$ cat src/rtl/alu_pkg.sv
// Shared ALU package: widths, op encoding and arbiter FSM states.
// Used by alu and alu_share_arb.
package alu_pkg;

  localparam int         ALU_WIDTH  = 32;
  localparam int         ALU_CTRL_W = 4;
  localparam logic [3:0] ALU_OP_MAX = 4'hB;

  typedef enum logic [1:0] {
    IDLE = 2'd0,
    EXEC = 2'd1,
    RESP = 2'd2
  } arb_state_t;

  typedef enum logic [3:0] {
    OP_ADD   = 4'h0,
    OP_SUB   = 4'h1,
    OP_AND   = 4'h2,
    OP_OR    = 4'h3,
    OP_XOR   = 4'h4,
    OP_SLL   = 4'h5,
    OP_SRL   = 4'h6,
    OP_SRA   = 4'h7,
    OP_SLT   = 4'h8,
    OP_SLTU  = 4'h9,
    OP_PASSB = 4'hA,
    OP_ANDN  = 4'hB
  } alu_op_t;

endpackage

$ cat src/rtl/alu.sv
// Combinational integer ALU; codes above ALU_OP_MAX yield zero.
module alu
  import alu_pkg::*;
#(
  parameter int WIDTH  = ALU_WIDTH,
  parameter int CTRL_W = ALU_CTRL_W
) (
  input  logic [CTRL_W-1:0] ctrl,
  input  logic [WIDTH-1:0]  a,
  input  logic [WIDTH-1:0]  b,
  output logic [WIDTH-1:0]  y
);

  localparam int SH_W = $clog2(WIDTH);

  logic [SH_W-1:0] shamt;
  logic            lt_s;
  logic            lt_u;

  assign shamt = b[SH_W-1:0];
  assign lt_s  = $signed(a) < $signed(b);
  assign lt_u  = a < b;

  always_comb begin
    y = '0;
    case (ctrl)
      OP_ADD:   y = a + b;
      OP_SUB:   y = a - b;
      OP_AND:   y = a & b;
      OP_OR:    y = a | b;
      OP_XOR:   y = a ^ b;
      OP_SLL:   y = a << shamt;
      OP_SRL:   y = a >> shamt;
      OP_SRA:   y = $unsigned($signed(a) >>> shamt);
      OP_SLT:   y = {{(WIDTH-1){1'b0}}, lt_s};
      OP_SLTU:  y = {{(WIDTH-1){1'b0}}, lt_u};
      OP_PASSB: y = b;
      OP_ANDN:  y = a & ~b;
      default:  y = '0;
    endcase
  end

endmodule

$ cat src/rtl/alu_share_arb.sv
// Round-robin share of one alu between two requesters, one op in flight.
// Optional: ALU_SHARE_ARB_ILLEGAL_OP_EN flags ctrl > ALU_OP_MAX via rsp_err.
module alu_share_arb
  import alu_pkg::*;
#(
  parameter int WIDTH  = ALU_WIDTH,
  parameter int CTRL_W = ALU_CTRL_W
) (
  input  logic              clk,
  input  logic              rst,
  input  logic              req0_valid,
  output logic              req0_ready,
  input  logic [CTRL_W-1:0] req0_ctrl,
  input  logic [WIDTH-1:0]  req0_a,
  input  logic [WIDTH-1:0]  req0_b,
  input  logic              req1_valid,
  output logic              req1_ready,
  input  logic [CTRL_W-1:0] req1_ctrl,
  input  logic [WIDTH-1:0]  req1_a,
  input  logic [WIDTH-1:0]  req1_b,
  output logic              rsp_valid,
  input  logic              rsp_ready,
  output logic [WIDTH-1:0]  rsp_data,
  output logic              rsp_id,
  output logic              rsp_err
);

  arb_state_t        state;
  logic              last_grant;
  logic              op_id;
  logic [CTRL_W-1:0] op_ctrl;
  logic [WIDTH-1:0]  op_a;
  logic [WIDTH-1:0]  op_b;
  logic [WIDTH-1:0]  alu_y;

  logic              grant0;
  logic              grant1;
  logic              accept;
  logic [CTRL_W-1:0] in_ctrl;
  logic [WIDTH-1:0]  in_a;
  logic [WIDTH-1:0]  in_b;
`ifdef ALU_SHARE_ARB_ILLEGAL_OP_EN
  logic              in_err;
  logic              op_err;
`endif

  // On a tie the port that did not win last time is granted.
  always_comb begin
    grant0 = 1'b0;
    grant1 = 1'b0;
    if (!rst && state == IDLE) begin
      if (req0_valid && (!req1_valid || last_grant))
        grant0 = 1'b1;
      else if (req1_valid)
        grant1 = 1'b1;
    end
  end

  assign req0_ready = grant0;
  assign req1_ready = grant1;
  assign accept     = grant0 | grant1;

  always_comb begin
    in_ctrl = grant1 ? req1_ctrl : req0_ctrl;
    in_a    = grant1 ? req1_a    : req0_a;
    in_b    = grant1 ? req1_b    : req0_b;
`ifdef ALU_SHARE_ARB_ILLEGAL_OP_EN
    in_err  = in_ctrl > CTRL_W'(ALU_OP_MAX);
    if (in_err) begin
      in_ctrl = '0;
      in_a    = '0;
      in_b    = '0;
    end
`endif
  end

  alu #(
    .WIDTH  (WIDTH),
    .CTRL_W (CTRL_W)
  ) u_alu (
    .ctrl (op_ctrl),
    .a    (op_a),
    .b    (op_b),
    .y    (alu_y)
  );

  always_ff @(posedge clk) begin
    if (rst) begin
      state      <= IDLE;
      last_grant <= 1'b1;
      op_id      <= 1'b0;
      op_ctrl    <= '0;
      op_a       <= '0;
      op_b       <= '0;
      rsp_valid  <= 1'b0;
      rsp_data   <= '0;
      rsp_id     <= 1'b0;
`ifdef ALU_SHARE_ARB_ILLEGAL_OP_EN
      op_err     <= 1'b0;
      rsp_err    <= 1'b0;
`endif
    end else begin
      unique case (state)
        IDLE: begin
          if (accept) begin
            op_ctrl    <= in_ctrl;
            op_a       <= in_a;
            op_b       <= in_b;
            op_id      <= grant1;
            last_grant <= grant1;
`ifdef ALU_SHARE_ARB_ILLEGAL_OP_EN
            op_err     <= in_err;
`endif
            state      <= EXEC;
          end
        end
        EXEC: begin
          rsp_data  <= alu_y;
          rsp_id    <= op_id;
          rsp_valid <= 1'b1;
`ifdef ALU_SHARE_ARB_ILLEGAL_OP_EN
          rsp_err   <= op_err;
`endif
          state     <= RESP;
        end
        RESP: begin
          if (rsp_ready) begin
            rsp_valid <= 1'b0;
            state     <= IDLE;
          end
        end
        default: state <= IDLE;
      endcase
    end
  end

`ifndef ALU_SHARE_ARB_ILLEGAL_OP_EN
  assign rsp_err = 1'b0;
`endif

endmodule
$ cat config.mk
export PLATFORM = sky130hd
export DESIGN_NAME = alu_share_arb
export DESIGN_NICKNAME = d
export VERILOG_FILES = /design/src/rtl/alu_pkg.sv /design/src/rtl/alu.sv /design/src/rtl/alu_share_arb.sv
export SDC_FILE = /design/constraint.sdc
export NUM_CORES = 1
export LEC_CHECK = 0
export ABC_AREA = 1
export CORE_AREA = 10 10 241 243
export DETAILED_ROUTE_END_ITERATION = 16
export DIE_AREA = 0 0 251 253
export SLEW_MARGIN = 20
export SYNTH_ARGS = -nofsm -noshare
export SYNTH_HDL_FRONTEND = slang
export SYNTH_HIERARCHICAL = 1
export SYNTH_SLANG_ARGS = --single-unit
export TNS_END_PERCENT = 50
$ cat constraint.sdc
create_clock -name clk -period 7.7 [get_ports clk]
set_input_delay 1.155 -clock clk [delete_from_list [all_inputs] [get_ports clk]]
set_output_delay 1.155 -clock clk [all_outputs]
set_load 0.1 [all_outputs]
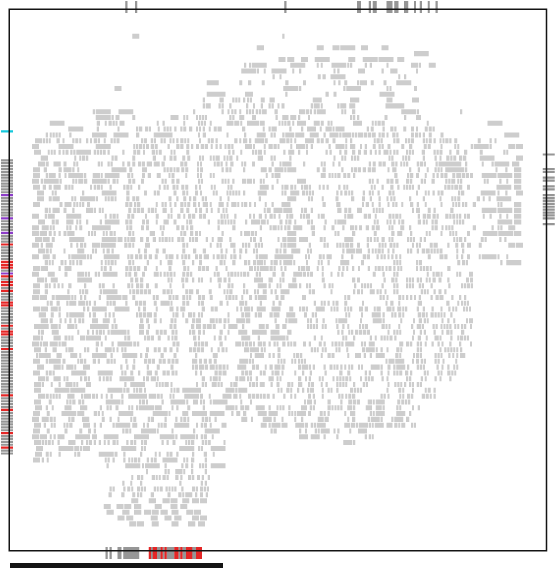
Fig. 1. Pin map.
Bar = 100 um. Pins as bars across the die edge, other pins in grey.
colour	port	pins	direction	edge
cyan	clk	1	input	left
red	req0_b	32	input	18 left, 14 bottom
purple	req0_ctrl	4	input	left

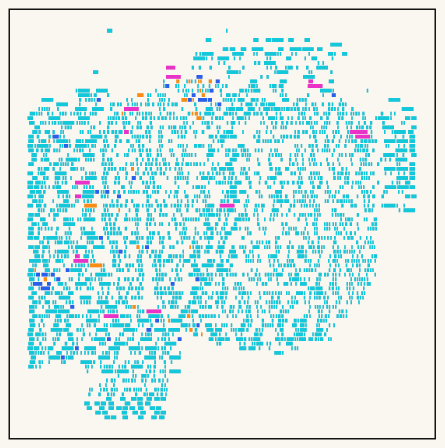
Fig. 2. Cells by drive strength.
colour	size	cells	most used
orange	_2 cells	28	inv_2
blue	_3 and _4 cells	38	buf_4
magenta	_6 and larger	15	clkbuf_16
cyan	_0 and _1 cells	3024	nand2_1
area delta synth->final: 15.24%
final worst slack: 2.243 ns

==> flow_summary.ini <==
; generated from flow reports
[run_status]
outcome = complete, no violations

[synth]
synth_cell_types = 44
yosysTopAreaCellShare_pct = 23.83
top_cells_by_count = nand2_1 (1001), nand3_1 (545), nor2_1 (383)
yosys_area_sq_um = 15770
synth_stat.cells = 3045
compound_area_share_pct = 8.635
top_logic_kind = simple AND/OR/NAND/NOR gates
async_flop_share_pct = 0
yosysWarningCount = 6
synth.mux.area_fraction_pct = 0
avgSynthCellArea_sq_um = 5.177
adder_share_pct = 7.873
fp_nets = 3284
ys_ff = 106
edf_count = 0
topCellsByArea = nand2_1 (24%), nand3_1 (17%), dfxtp_1 (13%)
simple_gate_share_pct = 54.47
synth-xor-area-share_pct = 1.333
flop_cell = dfxtp_1

[worst_setup_path]
crit_start = rst
worst_path_max_delay_cell = clkdlybuf4s50_1
path_max_fanout = 76
rr_endpoint = rsp_data[8]$_SDFFE_PP0P_
crit_top_cell = clkdlybuf4s50_1
startpoint_type = input port
critical-path-max-stage-delay_ns = 1.17
critPathCaptureType = output pin

[cts]
cts_hold_buffers = 0
worstSkewPairLatency_ns = 0.40
post_cts_buffers = 0
cts_tree = yes
clock_sinks = 106
clock_path_buffers = 2
postCtsResizedCells = 0

[detailed_routing]
ant_nets = 0
dr_wl_met2_um = 31760
viasPerCell = 5.204
routed_wl_um = 73170
wire_per_inst_um = 19.25
vias = 19790
met1_length_um = 31340
wl_met3_um = 7250

[cells_and_area]
top_regs = op_a (32), op_b (32), rsp_data (32)
seq_share_pct = 11.69
layout_top_cells = nand2_1 (1000), nand3_1 (545), nor2_1 (382), inv_1 (365), clkdlybuf4s50_1 (176)
layout.cells.non_filler = 3802
fin_area_sq_um = 18170
inverters = 382
logic_area_sq_um = 11430
largest_cell_class = combinational gates
seq_cells = 106
utilization_pct = 34.10
nNetsFinal = 3339
fill_cells = 6161
drive_gt1_share_pct = 2.609
num-multi-input-gates = 2395
bufAreaShareNonClock_pct = 10.94

[timing]
hold_slack_ns = 0.4676
clock_skew_ns = 0.01217
max_freq_mhz = 183.2
hold_viol_final = 0
worst_pin_slew_ns = 1.068
setup_violations = 0
tns_ns = 0
drv_slew = 0
slew_headroom_pct = 28.60

[min_path]
min-delay-start = state[1]$_SDFFE_PP0P_
hold_class = flip-flop to flip-flop
whs_endpoint = rsp_valid$_SDFFE_PP0P_

[floorplan]
taps = 696
die_y_um = 253
fp.coreArea_sq_um = 53280
floorplan.core_util_pct = 29.59
dieArea_sq_um = 63500

[global_routing]
antenna_found_initial = 2
grt.overflow.total = 0
use_met2_pct = 34.83
grt_max_degree = 77
grt_pass1_vias = 18360
use_met1_pct = 28.34
grtUsageTotal_pct = 22.07
met3_usage_pct = 5.418
grt.busiest_layer = met2
grt_pass1_wl_um = 109000

[power]
intPower_mw = 1.454
p_comb_share_pct = 61.5
power_density_nw_per_um2 = 178.9
ir_worst_vdd_uv = 121.4
power.leakage_nw = 9.255
finalPower_mw = 3.250
p_seq_mw = 0.735
sw_frac_of_total_pct = 55.25
comb_power_mw = 2.00

[placement]
placed_area_sq_um = 17850
hpwl_um = 58110
io_buffers = 176
dp.cells = 3785

[job]
warnings = 90
